Run 1, local utilization:
Scale: 6 px per um. The die is cut into 11 by 11 equal tiles; black is low, pale yellow is high, 0 to 100% covered.
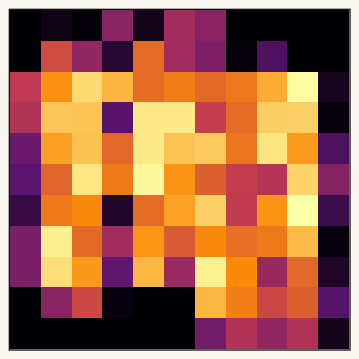
Run 1, ports around the boundary:
Scale: 6 px per um. Pins as bars across the die edge, other pins in grey.
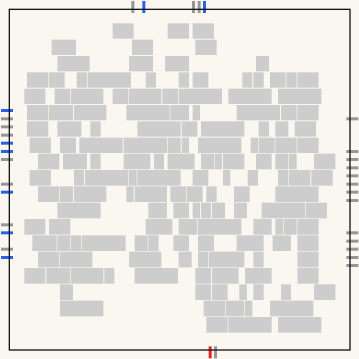
Run 1, the clock network:
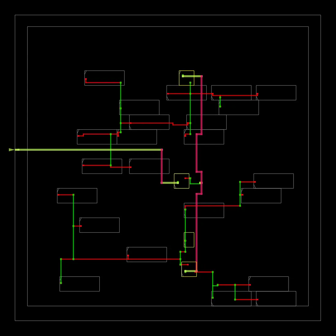
===== src/rtl/fifo_pkt_writer.sv =====
// fifo_pkt_writer
//   Write-side packet framer sitting directly upstream of the async FIFO, in
//   the W_CLK domain. It takes bytes from a VALID/READY source and pushes
//   exactly PKT_LEN payload bytes per packet into the FIFO. When CSUM_EN is
//   set, it appends one byte holding the XOR of the payload. FULL stalls both
//   the source and the FIFO write. PKT_DONE pulses once per completed packet,
//   and PKT_COUNT keeps a running count of completed packets.
//
// Ports
//   W_CLK      in   write-domain clock, rising edge
//   W_RST      in   synchronous reset, active-low
//   START      in   request one packet (sampled only when idle)
//   SRC_DATA   in   payload byte from the source
//   SRC_VALID  in   SRC_DATA is valid
//   SRC_READY  out  byte is accepted this cycle
//   FULL       in   FIFO full flag
//   W_INC      out  FIFO write strobe
//   WR_DATA    out  FIFO write data
//   BUSY       out  packet in progress
//   PKT_DONE   out  one-cycle pulse after the last byte of a packet is written
//   PKT_COUNT  out  completed packets since reset (wraps)
//
// state | meaning
// ------+---------------------------------------------------------
// IDLE  | waiting for START; no source or FIFO traffic
// DATA  | passing payload bytes source -> FIFO, counting them
// CSUM  | writing the accumulated XOR byte once FULL allows it

module fifo_pkt_writer #(
  parameter int DATA_WIDTH = 8,
  parameter int PKT_LEN    = 10,
  parameter int LEN_WIDTH  = 4,
  parameter int CSUM_EN    = 1,
  parameter int CNT_WIDTH  = 8
) (
  input  logic                  W_CLK,
  input  logic                  W_RST,
  input  logic                  START,
  input  logic [DATA_WIDTH-1:0] SRC_DATA,
  input  logic                  SRC_VALID,
  output logic                  SRC_READY,
  input  logic                  FULL,
  output logic                  W_INC,
  output logic [DATA_WIDTH-1:0] WR_DATA,
  output logic                  BUSY,
  output logic                  PKT_DONE,
  output logic [CNT_WIDTH-1:0]  PKT_COUNT
);

  typedef enum logic [1:0] {
    S_IDLE = 2'd0,
    S_DATA = 2'd1,
    S_CSUM = 2'd2
  } state_t;

  localparam logic [LEN_WIDTH-1:0] LAST_IDX = LEN_WIDTH'(PKT_LEN - 1);

  state_t                state_q, state_d;
  logic [LEN_WIDTH-1:0]  byte_cnt_q, byte_cnt_d;
  logic [DATA_WIDTH-1:0] csum_q, csum_d;
  logic                  done_q, done_d;
  logic [CNT_WIDTH-1:0]  count_q, count_d;

  logic payload_wr;
  logic csum_wr;
  logic last_byte;

  // Source transfer and FIFO write happen on the same edge (zero latency).
  assign payload_wr = (state_q == S_DATA) & SRC_VALID & ~FULL;
  assign csum_wr    = (state_q == S_CSUM) & ~FULL;
  assign last_byte  = (byte_cnt_q == LAST_IDX);

  assign SRC_READY = (state_q == S_DATA) & ~FULL;
  assign W_INC     = payload_wr | csum_wr;
  assign WR_DATA   = (state_q == S_CSUM) ? csum_q : SRC_DATA;
  assign BUSY      = (state_q != S_IDLE);
  assign PKT_DONE  = done_q;
  assign PKT_COUNT = count_q;

  always_comb begin
    state_d    = state_q;
    byte_cnt_d = byte_cnt_q;
    csum_d     = csum_q;
    done_d     = 1'b0;
    count_d    = count_q;

    case (state_q)
      S_IDLE: begin
        if (START) begin
          state_d    = S_DATA;
          byte_cnt_d = '0;
          csum_d     = '0;
        end
      end

      S_DATA: begin
        if (payload_wr) begin
          byte_cnt_d = byte_cnt_q + 1'b1;
          csum_d     = csum_q ^ SRC_DATA;
          if (last_byte) begin
            if (CSUM_EN != 0) begin
              state_d = S_CSUM;
            end else begin
              state_d = S_IDLE;
              done_d  = 1'b1;
              count_d = count_q + 1'b1;
            end
          end
        end
      end

      S_CSUM: begin
        if (csum_wr) begin
          state_d = S_IDLE;
          done_d  = 1'b1;
          count_d = count_q + 1'b1;
        end
      end

      default: state_d = S_IDLE;
    endcase
  end

  always_ff @(posedge W_CLK) begin
    if (!W_RST) begin
      state_q    <= S_IDLE;
      byte_cnt_q <= '0;
      csum_q     <= '0;
      done_q     <= 1'b0;
      count_q    <= '0;
    end else begin
      state_q    <= state_d;
      byte_cnt_q <= byte_cnt_d;
      csum_q     <= csum_d;
      done_q     <= done_d;
      count_q    <= count_d;
    end
  end

endmodule

===== config.mk =====
export PLATFORM = sky130hd
export DESIGN_NAME = fifo_pkt_writer
export DESIGN_NICKNAME = d
export VERILOG_FILES = /design/src/rtl/fifo_pkt_writer.sv
export SDC_FILE = /design/constraint.sdc
export NUM_CORES = 1
export LEC_CHECK = 0
export ABC_CLOCK_PERIOD_IN_PS = 3600
export CORE_MARGIN = 2
export CORE_UTILIZATION = 45
export CTS_CLUSTER_DIAMETER = 50
export DETAILED_ROUTE_END_ITERATION = 8
export HOLD_SLACK_MARGIN = 0.06
export PLACE_DENSITY = 0.81
export SLEW_MARGIN = 25
export SYNTH_ARGS = -nofsm -noshare
export SYNTH_HDL_FRONTEND = slang
export SYNTH_SLANG_ARGS = --single-unit

===== constraint.sdc =====
create_clock -name W_CLK -period 3.6 [get_ports W_CLK]
set_input_delay 0.72 -clock W_CLK [delete_from_list [all_inputs] [get_ports W_CLK]]
set_output_delay 0.72 -clock W_CLK [all_outputs]
set_load 0.02 [all_outputs]

==> results.sh, run 1 <==
# physical design summary
export IMPL_worst_pin_slew_ps=793
export IMPL_power_density_nw_per_um2=288
export IMPL_synth_net_count=141
export IMPL_rrSetupSlack_ps=1760
export IMPL_worstPathArrival_ps=2410
export IMPL_outcome="finished clean"
export IMPL_cp_common_cell="clkdlybuf4s50_1"
export IMPL_cts_tree="built"
export IMPL_rsz0062_at_grt="false"
export IMPL_seq_power_w=0.000262
export IMPL_initCoreUtil_pct=46.3
export IMPL_area_leaders="dfxtp_1 37%, a311oi_2 11%, mux2_2 7.3%"
export IMPL_numSynthFlops=23
export IMPL_placed_cell_area_um2=1580
export IMPL_dpl_hpwl_um=1810
export IMPL_fill_cells=244
export IMPL_cts_hold_buffers=0
export IMPL_hold_ws_ps=486
export IMPL_grt_max_degree=21
export IMPL_p_sw_w=0.000123
export IMPL_nNonClkInverters=3
export IMPL_cts_resized=0
export IMPL_first_iter_violations=11
export IMPL_critical_path_top_delay_family="buffers and inverters"
export IMPL_required_ps=2880
export IMPL_path_cells="clkdlybuf4s50_1 -> nor4bb_2 -> or2_2 -> clkdlybuf4s50_1"
export IMPL_drt_total_wl_um=2580
export IMPL_p_comb_share_pct=17.1
export IMPL_worstSetupStartpointType="primary input"
export IMPL_grt_use_met2_pct=31.2
export IMPL_syn_inst=125
export IMPL_endpoint_kind="output pin"
export IMPL_cp_depth=4
export IMPL_final_cell_mix="32 x clkdlybuf4s50_1, 23 x dfxtp_1, 14 x a21oi_1"
export IMPL_relSlewSlack_pct=47.1
export IMPL_buffers=34
export IMPL_synthDistinctLibCells=39
export IMPL_skew_ps=7.82
export IMPL_wl_per_cell_um=13.8
export IMPL_clk_pin_slew_worst_paths_ps=120
export IMPL_gp_congestion=0.777
export IMPL_fin_nets=172
export IMPL_vias=1092
export IMPL_wl_met3_um=194
export IMPL_top_cell_area_share_pct=37.1
export IMPL_dp_slack_ps=505
export IMPL_m1WireLength_um=1120
export IMPL_top_layer="met4"
export IMPL_cpPeakStageDelay_ps=590
export IMPL_ant_nets=0
export IMPL_sh_seq_area_pct=28.7
export IMPL_power_internal_w=0.000339
export IMPL_route_met2_wl_um=1210
export IMPL_final_common_cell="clkdlybuf4s50_1"
export IMPL_grt_total_usage_pct=17.8
export IMPL_ys_sh_simple_pct=21.7
export IMPL_worst_path_max_delay_cell="clkdlybuf4s50_1"
export IMPL_vias_per_cell=5.87
export IMPL_top_power_group="registers"
export IMPL_fp_row_count=19
export IMPL_dominant_cells="logic gates"
export IMPL_power_w=0.000462
export IMPL_seqCellArea_um2=460
export IMPL_rr_startpoint="state_q[0]$_SDFFE_PN0P_"
export IMPL_nonClkBufAreaFrac_pct=20.9
export IMPL_swShare_pct=26.6
export IMPL_instances_no_fill=186
export IMPL_finalHoldViolCount=0
export IMPL_nMultiInputCombCells=91
Notes on 'local utilization' above:
emptiest ninth of the die = upper right
fullest tile = 100%
tiles over 75% full = 28%
densest ninth of the die = centre
mean over tiles = 49%

Notes on 'ports around the boundary' above:
SRC_DATA -> blue  # pins 8, direction input, edge 6 left, 2 top
SRC_READY -> red  # pins 1, direction output, edge bottom
all pins by edge = 13 right, 13 left, 5 top, 2 bottom
die height: 56.5 um
IO Port Bufs: 32
Die Wd: 56.5 um

Notes on 'the clock network' above:
clock buf count: 3
P_clk: 0.000121 W
Clock Sinks: 23

Run 1, metal layers overlaid:
Scale: 4 px per um.
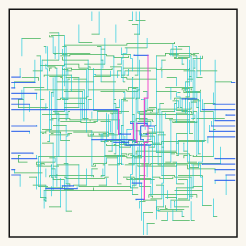

==> run 2, diff against run 1 <==
Settings changed: HOLD_SLACK_MARGIN 0.06 to 0.05, REMOVE_ABC_BUFFERS set to 1.
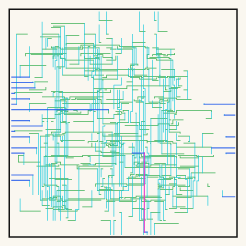
Run 2: metal layers overlaid
Scale: 4 px per um.
M2 -> cyan  # wire length 1350 um
M3 -> blue  # wire length 109 um
M1 -> green  # wire length 1190 um
M4 -> magenta  # wire length 19.7 um
Tot GR Track Use: 16.7%
post-DR wirelength/cell: 14.4 um
WL final: 2670 um

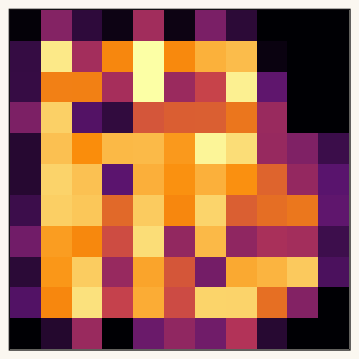
Run 2: local utilization
Scale: 6 px per um. The die is cut into 11 by 11 equal tiles; black is low, pale yellow is high, 0 to 100% covered.
fullest tile = 100%
tiles over 75% full = 31%
nearly empty tiles = 12%

==> run 2 against run 1 <==
Register-to-register slack lost 30 ps. Final cell count did not move. Area after synthesis is the same. Clock power barely moved. Total power is 0.34% higher. Combinational power up 0.8%. Largest cell class unchanged. Count of clock-buffer cells in the layout rose by 1. Worst hold slack better by 2.6 ps.
==> results.sh, run 2 <==
# physical design summary
export IMPL_worstSetupStartpointType="primary input"
export IMPL_swShare_pct=26.5
export IMPL_vias_per_cell=5.67
export IMPL_instances_no_fill=186
export IMPL_cp_common_cell="clkdlybuf4s50_1"
export IMPL_worstPathArrival_ps=2380
export IMPL_route_met2_wl_um=1350
export IMPL_nMultiInputCombCells=91
export IMPL_fp_row_count=19
export IMPL_critical_path_top_delay_family="buffers and inverters"
export IMPL_required_ps=2880
export IMPL_clk_pin_slew_worst_paths_ps=130
export IMPL_first_iter_violations=15
export IMPL_rrSetupSlack_ps=1730
export IMPL_top_power_group="registers"
export IMPL_relSlewSlack_pct=48.3
export IMPL_numSynthFlops=23
export IMPL_gp_congestion=0.749
export IMPL_portBuffers=32
export IMPL_final_common_cell="clkdlybuf4s50_1"
export IMPL_power_w=0.000464
export IMPL_rr_startpoint="state_q[0]$_SDFFE_PN0P_"
export IMPL_skew_ps=4.16
export IMPL_dp_slack_ps=503
export IMPL_nonClkBufAreaFrac_pct=20.9
export IMPL_power_density_nw_per_um2=289
export IMPL_outcome="finished clean"
export IMPL_power_internal_w=0.000341
export IMPL_p_sw_w=0.000123
export IMPL_p_comb_share_pct=17.1
export IMPL_path_cells="clkdlybuf4s50_1 -> nor4bb_2 -> or2_2 -> clkdlybuf4s50_1"
export IMPL_syn_inst=125
export IMPL_initCoreUtil_pct=46.3
export IMPL_seq_power_w=0.000262
export IMPL_finalHoldViolCount=0
export IMPL_sh_seq_area_pct=28.7
==> run 3, diff against run 2 <==
Settings changed: SLEW_MARGIN 25 to 10.
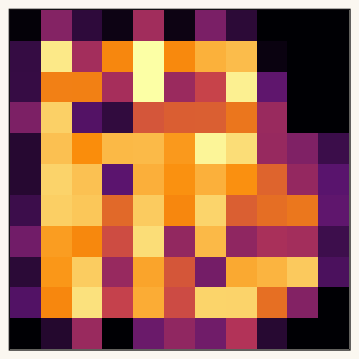
Run 3: local utilization
Scale: 6 px per um. The die is cut into 11 by 11 equal tiles; black is low, pale yellow is high, 0 to 100% covered.
densest ninth of the die = centre
mean over tiles = 49%
emptiest ninth of the die = upper right
fullest tile = 100%
tiles over 75% full = 31%
fp_density: 46.3%
Final Util: 59.6%
Core ar.: 2690 um2

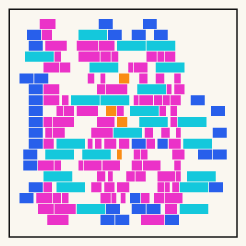
Run 3: placement by cell class
Scale: 4 px per um.
remaining logic cells -> magenta  # cells 94
clock drivers and dummy loads -> orange  # cells 4
registers -> cyan  # cells 23
remaining buffers and delay cells -> blue  # cells 34

==> run 3 against run 2 <==
Fmax unchanged. Die area unchanged. Clock skew unchanged. Sequential share of layout area unchanged. Worst setup slack unchanged. Core utilization unchanged. Worst hold slack unchanged. Flip-flop count unchanged. Global-route usage unchanged. Critical path type unchanged.
==> results.sh, run 3 <==
# physical design summary
export IMPL_outcome="finished clean"
export IMPL_grt_total_usage_pct=16.7
export IMPL_cpPeakStageDelay_ps=590
export IMPL_ys_sh_simple_pct=21.7
export IMPL_nMultiInputCombCells=91
export IMPL_cp_common_cell="clkdlybuf4s50_1"
export IMPL_worst_pin_slew_ps=775
export IMPL_n_clock_buffer=4
export IMPL_cts_resized=0
export IMPL_dominant_cells="logic gates"
export IMPL_p_comb_share_pct=17.1
export IMPL_relSlewSlack_pct=48.3
export IMPL_final_common_cell="clkdlybuf4s50_1"
export IMPL_skew_ps=4.16
export IMPL_most_common_cell="dfxtp_1"
export IMPL_first_iter_violations=15
export IMPL_p_sw_w=0.000123
export IMPL_area_leaders="dfxtp_1 37%, a311oi_2 11%, mux2_2 7.3%"
export IMPL_rr_startpoint="state_q[0]$_SDFFE_PN0P_"
export IMPL_grt_max_degree=21
export IMPL_final_cell_mix="32 x clkdlybuf4s50_1, 23 x dfxtp_1, 14 x a21oi_1"
export IMPL_path_cells="clkdlybuf4s50_1 -> nor4bb_2 -> or2_2 -> clkdlybuf4s50_1"
export IMPL_ant_nets=0
export IMPL_vias=1055
export IMPL_numSynthFlops=23
export IMPL_cts_sinks=23
export IMPL_fill_cells=245
export IMPL_portBuffers=32
export IMPL_seqCellArea_um2=460
export IMPL_cp_depth=4
export IMPL_die_w_um=56.5
export IMPL_endpoint_kind="output pin"
export IMPL_syn_inst=125
export IMPL_seq_power_w=0.000262
export IMPL_power_w=0.000464
export IMPL_worst_path_max_delay_cell="clkdlybuf4s50_1"
export IMPL_required_ps=2880
export IMPL_pg_clk_w=0.000122
export IMPL_dp_slack_ps=503
export IMPL_wl_per_cell_um=14.4
export IMPL_worstPathArrival_ps=2380
export IMPL_fp_row_count=19
export IMPL_drt_total_wl_um=2670
export IMPL_cts_tree="built"
export IMPL_hold_ws_ps=488
export IMPL_vias_per_cell=5.67
export IMPL_instances_no_fill=186
export IMPL_nNonClkInverters=3
export IMPL_top_layer="met4"
export IMPL_route_met2_wl_um=1350
export IMPL_wl_met3_um=108
export IMPL_dpl_hpwl_um=1860
export IMPL_critical_path_top_delay_family="buffers and inverters"
export IMPL_clk_pin_slew_worst_paths_ps=130
export IMPL_sh_seq_area_pct=28.7
export IMPL_buffers=34
export IMPL_rsz0062_at_grt="false"
export IMPL_cts_hold_buffers=0
export IMPL_top_cell_area_share_pct=37.1
export IMPL_die_h_um=56.5
export IMPL_fin_nets=172
export IMPL_synthDistinctLibCells=39
export IMPL_swShare_pct=26.5
Power and IR drop assume default switching activity.
